**I/O pins on the die edge**

(6 px per µm) Pins as bars across the die edge, other pins in gray.
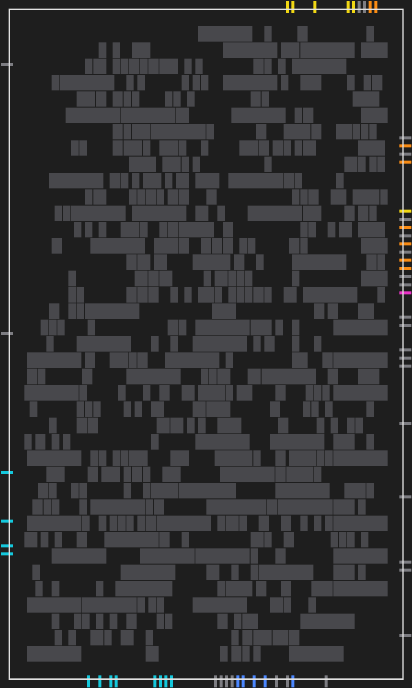
**Metal 2**

(6 px per µm)
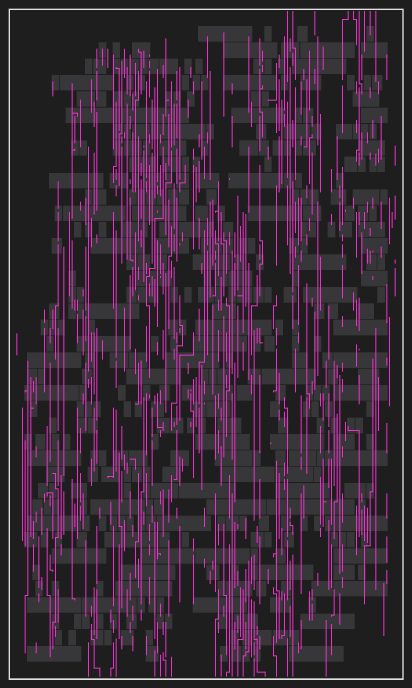
**Metal 3**

(6 px per µm)
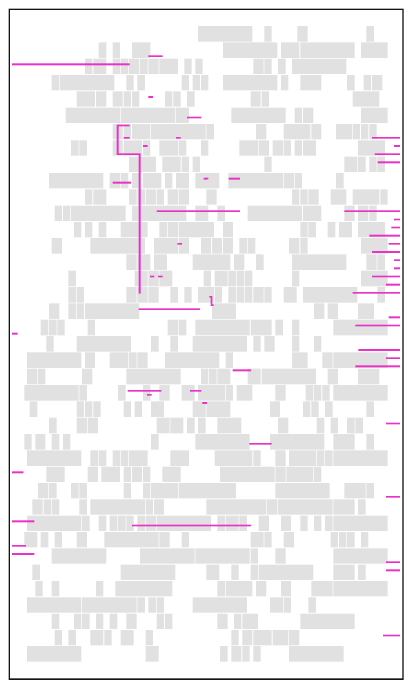
**Routing congestion**

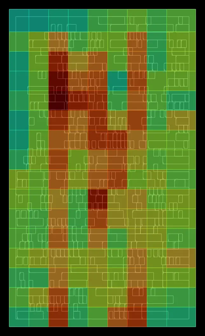
Design puf_meas_seq_flat, sky130hd; sources not shown.
==> summary.txt <==
Most common cell in the netlist -> nand2_1
Vias per std cell -> 5.37
Clock power share -> 0.434
Fin. Hold Viols -> 0
Final TNS setup -> 0 ps
Critical Path Start Type -> register
Ratio of cells with drive above 1 in the final layout -> 0.0897
DP HPWL -> 5.94 mm
Final Hold Slack -> 98.5 ps
CTS tree -> done
Asr flop ratio synth -> 1.00
Mux area share -> 0.0213
1st-pass router iterations -> 4
Setup CP Type -> register to register
Status -> finished clean
CTS buffer count -> 5
Io pins -> 60
Tool warnings -> 26
Top cells by count, synth -> nand2_1, inv_1, nor2_1
Distinct cell type count after synthesis -> 38
Cell Pwr Density -> 406 nW/µm²
Final Skew -> 7.61 ps
Synthesized Nets -> 482
RSZ-0062 raised after global routing -> false
FP Core Util -> 0.512
Yosys warns -> 0
Xor/xnor share -> 0.0345
Max-area cell share -> 0.380
Nets -> 484
Max-slew headroom -> 0.409
Vias in the first global route -> 2847
Antenna violations before repair -> 0
Psw -> 323 µW
Post-synth EDFFs -> 0
Adder Area Share -> 0.0532
Critical Path RT -> 3030 ps
Yosys cell count -> 432
Worst Reg-to-Reg Cells -> 12
Worst-path cell with the longest stage delay -> dfrtp_1
CP Max Fanout -> 16
Yosys chip area -> 3300 µm²
Post-synth top flop -> dfrtp_1
Max IR drop VDD -> 0.000375 V
Seq share, synth -> 0.396
Power share of the sequential group -> 0.529
Tcrit/Tclk final -> 0.798
Diodes inserted -> 0
Clk slew on worst S/H paths -> 70 ps
Max-slew violations -> 0
Combinational power share -> 0.037
Back to the opening pictures, 'I/O pins on the die edge':
Key: meas_done = magenta [pins 1, direction output, edge right]; meas_sel = blue [pins 5, direction output, edge bottom]; meas_tie_cnt = yellow [pins 6, direction output, edge 5 top, 1 right]; meas_count_b = orange [pins 8, direction input, edge 6 right, 2 top]; meas_window_len = cyan [pins 12, direction input, edge 8 bottom, 4 left]
I/O Buffers: 0
Die H: 111 µm
DIE WIDTH: 65.4 µm

Back to the opening pictures, 'metal 2':
411 nets have wire on it. The longest straight run is 43.5 µm. The layer holds 56% of the routed length. The layer carries 4210 µm of wire.
via count: 2776
met2 Track Usage GR: 0.421

Back to the opening pictures, 'metal 3':
The wires run mostly horizontal. The layer carries 218 µm of wire.
Global Route met3 Usage: 0.0364
final WL: 7.50 mm

Back to the opening pictures, 'routing congestion':
met1 Track Usage GR: 0.227
Top Usage Layer GRT: met2
Total Routing Usage GR: 0.224
DR WL/cell: 14.5 µm
Finished Core Util: 0.548

## final cells by class
class | count | area (µm²)
multi-input cells | 312 | 1710
well taps | 82 | 103
clock buffers | 5 | 125
clock inverters | 3 | 22.5
inverters | 61 | 229
fillers | 649 | 2910
repair buffers | 2 | 35.0
flip-flops and latches | 52 | 1300
## worst max-delay path, delay by kind of cell, from the launching register on
family	cells	cell delay [ps]
flip-flops	1	390
AND/OR/NAND/NOR	8	1060
AND-OR/OR-AND	1	240
adder cells (fa/ha/maj)	1	220
buffers and inverters	2	270
## per-layer routing
layer	vias up	wire length, µm
li1	1405	-
met1	1293	2750
met2	54	4210
met3	24	218
met4	0	323
met5	-	0
## power by group through the flow
stage	sequential [mW]	combinational (mW)	clock (mW)
after CTS	0.757	0.0560	0.643
final	0.757	0.0531	0.622
after global placement	0.772	0.0351	0
after floorplan	0.771	0.0292	0
after global routing	0.758	0.0635	0.668
after detailed placement	0.772	0.0365	0
## repair_timing
item / 4_1_cts / 5_1_grt
hold buffers: 1 / 0
hold endpoints to repair: 50 / 0
endpoints found under the setup margin: 0 / 0
## cells in the final DEF (no fill, tap or decap), types with 5 or more instances in the layout
cell,instances
nor2_2,5
nand2_1,97
a21oi_1,13
o21ai_0,30
dfrtp_1,50
xnor2_1,7
nor3_1,7
nor2_1,52
mux2i_1,7
nand4_1,10
inv_1,57
clkbuf_16,5
ha_1,14
nand3_1,28
xor2_1,6
## through the flow
stage,cells,cell area (µm²),total power [mW],worst slack [ps]
after floorplan,432,3300,0.801,923
after global placement,508,3360,0.807,647
after CTS,517,3530,1.46,563
after global routing,517,3530,1.49,315
final,517,3530,1.43,566
after detailed placement,508,3360,0.809,579
Power is estimated from default activity; no workload was simulated.
